## src/rtl/vedic_mul_seq_ctrl_if.sv

```systemverilog
// Handshake and shared-multiplier bus for the sequential vedic multiply controller.
// The controller is the slave; the requester is the master; the shared HALFxHALF multiplier uses mult.
interface vedic_mul_seq_ctrl_if #(
   parameter int HALF = 4
);
   logic                  start;
   logic [2*HALF-1:0]     a;
   logic [2*HALF-1:0]     b;
   logic                  busy;
   logic                  done;
   logic [4*HALF-1:0]     p;
   logic                  mul_en;
   logic [HALF-1:0]       mul_x;
   logic [HALF-1:0]       mul_y;
   logic [2*HALF-1:0]     mul_p;

   modport slave (
      input  start, a, b, mul_p,
      output busy, done, p, mul_en, mul_x, mul_y
   );

   modport master (
      output start, a, b,
      input  busy, done, p
   );

   modport mult (
      input  mul_en, mul_x, mul_y,
      output mul_p
   );
endinterface

```

## src/rtl/vedic_mul_seq_ctrl.sv

```systemverilog
// Sequential 2*HALF x 2*HALF unsigned multiplier built from one shared HALFxHALF
// multiplier, summing four shifted partial products over states PP0..PP3.
module vedic_mul_seq_ctrl #(
   parameter int HALF = 4
) (
   input logic                 clk,
   input logic                 rst,
   vedic_mul_seq_ctrl_if.slave bus
);
   localparam int W  = 2 * HALF;
   localparam int PW = 4 * HALF;

   typedef enum logic [2:0] {
      IDLE = 3'd0,
      PP0  = 3'd1,
      PP1  = 3'd2,
      PP2  = 3'd3,
      PP3  = 3'd4
   } state_t;

   state_t          state_reg, state_next;
   logic [W-1:0]    a_reg, b_reg;
   logic [PW-1:0]   acc_reg, p_reg;
   logic            done_reg;

   logic [HALF-1:0] mul_x, mul_y;
   logic            busy;
   logic [PW-1:0]   pp_term;

   // Operand selection and partial-product weighting for the current phase.
   always_comb begin
      state_next = state_reg;
      mul_x      = '0;
      mul_y      = '0;
      busy       = 1'b0;
      pp_term    = '0;
      case (state_reg)
         IDLE: begin
            if (bus.start) state_next = PP0;
         end
         PP0: begin
            busy       = 1'b1;
            mul_x      = a_reg[HALF-1:0];
            mul_y      = b_reg[HALF-1:0];
            pp_term    = PW'(bus.mul_p);
            state_next = PP1;
         end
         PP1: begin
            busy       = 1'b1;
            mul_x      = a_reg[HALF-1:0];
            mul_y      = b_reg[W-1:HALF];
            pp_term    = PW'(bus.mul_p) << HALF;
            state_next = PP2;
         end
         PP2: begin
            busy       = 1'b1;
            mul_x      = a_reg[W-1:HALF];
            mul_y      = b_reg[HALF-1:0];
            pp_term    = PW'(bus.mul_p) << HALF;
            state_next = PP3;
         end
         PP3: begin
            busy       = 1'b1;
            mul_x      = a_reg[W-1:HALF];
            mul_y      = b_reg[W-1:HALF];
            pp_term    = PW'(bus.mul_p) << (2 * HALF);
            state_next = IDLE;
         end
         default: state_next = IDLE;
      endcase
   end

   always_ff @(posedge clk or posedge rst) begin
      if (rst) begin
         state_reg <= IDLE;
         a_reg     <= '0;
         b_reg     <= '0;
         acc_reg   <= '0;
         p_reg     <= '0;
         done_reg  <= 1'b0;
      end else begin
         state_reg <= state_next;
         done_reg  <= 1'b0;
         case (state_reg)
            IDLE: begin
               if (bus.start) begin
                  a_reg   <= bus.a;
                  b_reg   <= bus.b;
                  acc_reg <= '0;
               end
            end
            PP0, PP1, PP2: acc_reg <= acc_reg + pp_term;
            PP3: begin
               p_reg    <= acc_reg + pp_term;
               done_reg <= 1'b1;
            end
            default: ;
         endcase
      end
   end

   assign bus.busy   = busy;
   assign bus.mul_en = busy;
   assign bus.mul_x  = mul_x;
   assign bus.mul_y  = mul_y;
   assign bus.done   = done_reg;
   assign bus.p      = p_reg;
endmodule

```

## src/flat_wrapper.sv

```systemverilog
// flat-port wrapper written by rule: the top's interface ports become plain ports
module vedic_mul_seq_ctrl_flat 
#(
   parameter int HALF = 4
)
  (clk, rst, bus_start, bus_a, bus_b, bus_mul_p, bus_busy, bus_done, bus_p, bus_mul_en, bus_mul_x, bus_mul_y);
  vedic_mul_seq_ctrl_if #(.HALF(HALF)) bus_i ();
  input logic clk;
  input logic rst;
  input wire logic [$bits(bus_i.start)-1:0] bus_start;
  input wire logic [$bits(bus_i.a)-1:0] bus_a;
  input wire logic [$bits(bus_i.b)-1:0] bus_b;
  input wire logic [$bits(bus_i.mul_p)-1:0] bus_mul_p;
  output wire logic [$bits(bus_i.busy)-1:0] bus_busy;
  output wire logic [$bits(bus_i.done)-1:0] bus_done;
  output wire logic [$bits(bus_i.p)-1:0] bus_p;
  output wire logic [$bits(bus_i.mul_en)-1:0] bus_mul_en;
  output wire logic [$bits(bus_i.mul_x)-1:0] bus_mul_x;
  output wire logic [$bits(bus_i.mul_y)-1:0] bus_mul_y;
  assign bus_i.start = bus_start;
  assign bus_i.a = bus_a;
  assign bus_i.b = bus_b;
  assign bus_i.mul_p = bus_mul_p;
  assign bus_busy = bus_i.busy;
  assign bus_done = bus_i.done;
  assign bus_p = bus_i.p;
  assign bus_mul_en = bus_i.mul_en;
  assign bus_mul_x = bus_i.mul_x;
  assign bus_mul_y = bus_i.mul_y;
  vedic_mul_seq_ctrl #(.HALF(HALF)) u_core (.clk(clk), .rst(rst), .bus(bus_i));
endmodule
```

## config.mk

```make
export PLATFORM = sky130hd
export DESIGN_NAME = vedic_mul_seq_ctrl_flat
export DESIGN_NICKNAME = d
export VERILOG_FILES = /design/src/rtl/vedic_mul_seq_ctrl_if.sv /design/src/rtl/vedic_mul_seq_ctrl.sv /design/src/flat_wrapper.sv
export SDC_FILE = /design/constraint.sdc
export NUM_CORES = 1
export LEC_CHECK = 0
export CAP_MARGIN = 20
export CORE_MARGIN = 3
export CORE_UTILIZATION = 42
export CTS_BUF_LIST = sky130_fd_sc_hd__clkbuf_8 sky130_fd_sc_hd__clkbuf_16
export CTS_CLUSTER_SIZE = 30
export DETAILED_ROUTE_END_ITERATION = 12
export PLACE_DENSITY = 0.72
export SETUP_SLACK_MARGIN = 0.2
export SYNTH_ARGS = -nofsm -noshare
export SYNTH_HDL_FRONTEND = slang
export SYNTH_SLANG_ARGS = --single-unit
```

## constraint.sdc

```tcl
create_clock -name clk -period 8.54 [get_ports clk]
set_clock_uncertainty 0.15 [all_clocks]
set_input_delay 0.854 -clock clk [delete_from_list [all_inputs] [get_ports clk]]
set_output_delay 0.854 -clock clk [all_outputs]
set_load 0.01 [all_outputs]
```

==> images/ff_map.png <==
Drawn at 6 px/um.
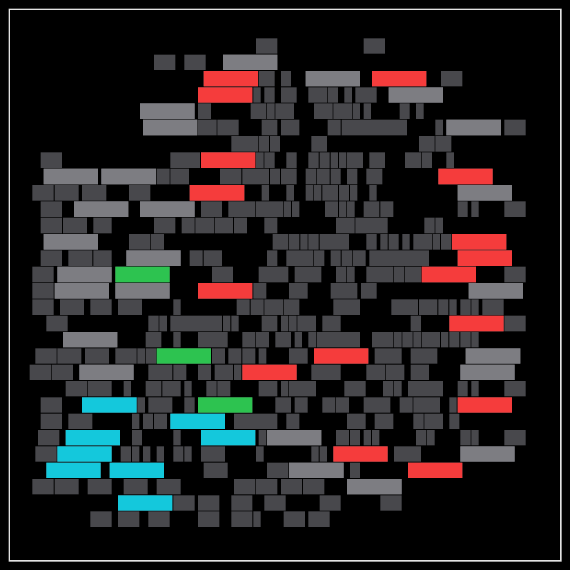
Red stands for `u_core.acc_reg`, flops 16. Green stands for `u_core.state_reg`, flops 3. Cyan stands for `u_core.b_reg`, flops 8, where bottom left.
Another 25 sequential cells are not colored.
P_seq: 0.443 mW
share of cell area taken by flip-flops and latches: 0.344
Final Core Density: 0.544

==> images/layers.png <==
Drawn at 4 px/um. Two of the layers only.
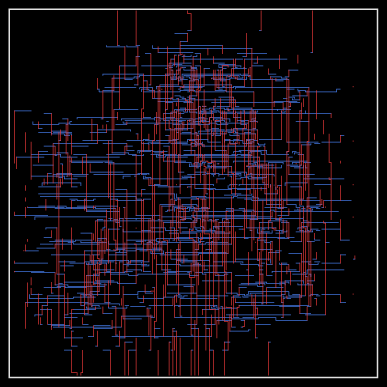
Red stands for M2, wire length 3230 um. Blue stands for M1, wire length 3340 um.

==> datasheet_impl.txt <==
Table: implementation figures

Parameter                              Value

Run status
  Run status    finished clean

Placed design
  Gp weighted congestion    1.00
  Number of buffers added on ports    53
  Total placed cells including tap cells    449
  Post-detailed-placement half-perimeter wirelength    5280 um
  Setup slack after placement    4.43 ns
  Instance area after placement    3660 um^2

Final timing
  Max-slew violations    0
  Setup violation total in the final timing report    0

Critical path
  Arrival time reported for the critical path endpoint    3.29 ns
  Startpoint of the lowest-slack register-to-register path    u_core.state_reg[1]
  Worst setup EP type    output port
  Critical path destination    bus_mul_x[2]
  Critical Path, Cell by Cell    nor2_2 -> nand2_1 -> inv_1 -> or2_1 -> a22o_1 -> clkdlybuf4s50_1

Clock network
  Post-CTS setup buffers    0
  Number of gates given a new drive strength after cts    0
  Number of hold buffers added after CTS    0
  TritonCTS Buffers    5
  Max Buffers Root-to-Sink    2

Drt
  Via count    2551
  Residual DRC count    0
  Vias per Instance    5.59
  Wire length per cell after detailed routing    15.6 um

Synth
  Net Count, Synth    357
  Chip area estimate from yosys synthesis    3080 um^2
  Share of the yosys chip area belonging to registers    0.422
  Most frequent cells after synthesis    sky130_fd_sc_hd__dfrtp_1 (52), sky130_fd_sc_hd__nand2_1 (48), sky130_fd_sc_hd__o21ai_0 (25), sky130_fd_sc_hd__mux2_2 (18)
  Mean instance size in the synthesized netlist    9.82 um^2
  Top-area cell type share of the netlist area    0.422

Power
  Top power consumer group    combinational cells
  Clk network pwr share    0.117
  Power density over the cells    367 nW/um^2
  Internal power of the cells    0.815 mW
  Switching power of the nets    0.572 mW
  Cell leakage power    1.65 nW

Final layout
  Net total in the final layout    404

GRT
  Via count of the first global-routing pass    2516
  GRT Resource Usage Total    0.177
  Grt total ovfl    0

Floorplan
  I/O pin total    54
logic make-up after synthesis:
logic type / synth area share
fa+ha+maj: 0.0674
mux: 0.0657
simple gates: 0.168
compound gates: 0.219
xor+xnor: 0.0284
flops: 0.422
buf+inv: 0.0296
layout make-up:
class	count	area (um^2)	area share
sequential	52	1300	0.344
multi-input combinational	243	1690	0.447
tap	96	120	0.0318
clock buffer	5	68.8	0.0182
clock inverter	1	30.0	0.00794
inverter	5	18.8	0.00497
timing repair buffer	54	551	0.146
per-layer routing:
| metal | wire [um] | global-route usage |
|---|---|---|
| met1 | 3340 | 0.238 |
| met2 | 3230 | 0.279 |
| met3 | 431 | 0.0492 |
| met4 | 140 | 0.0503 |
| met5 | 0 | 0 |
Power is estimated from default activity; no workload was simulated.
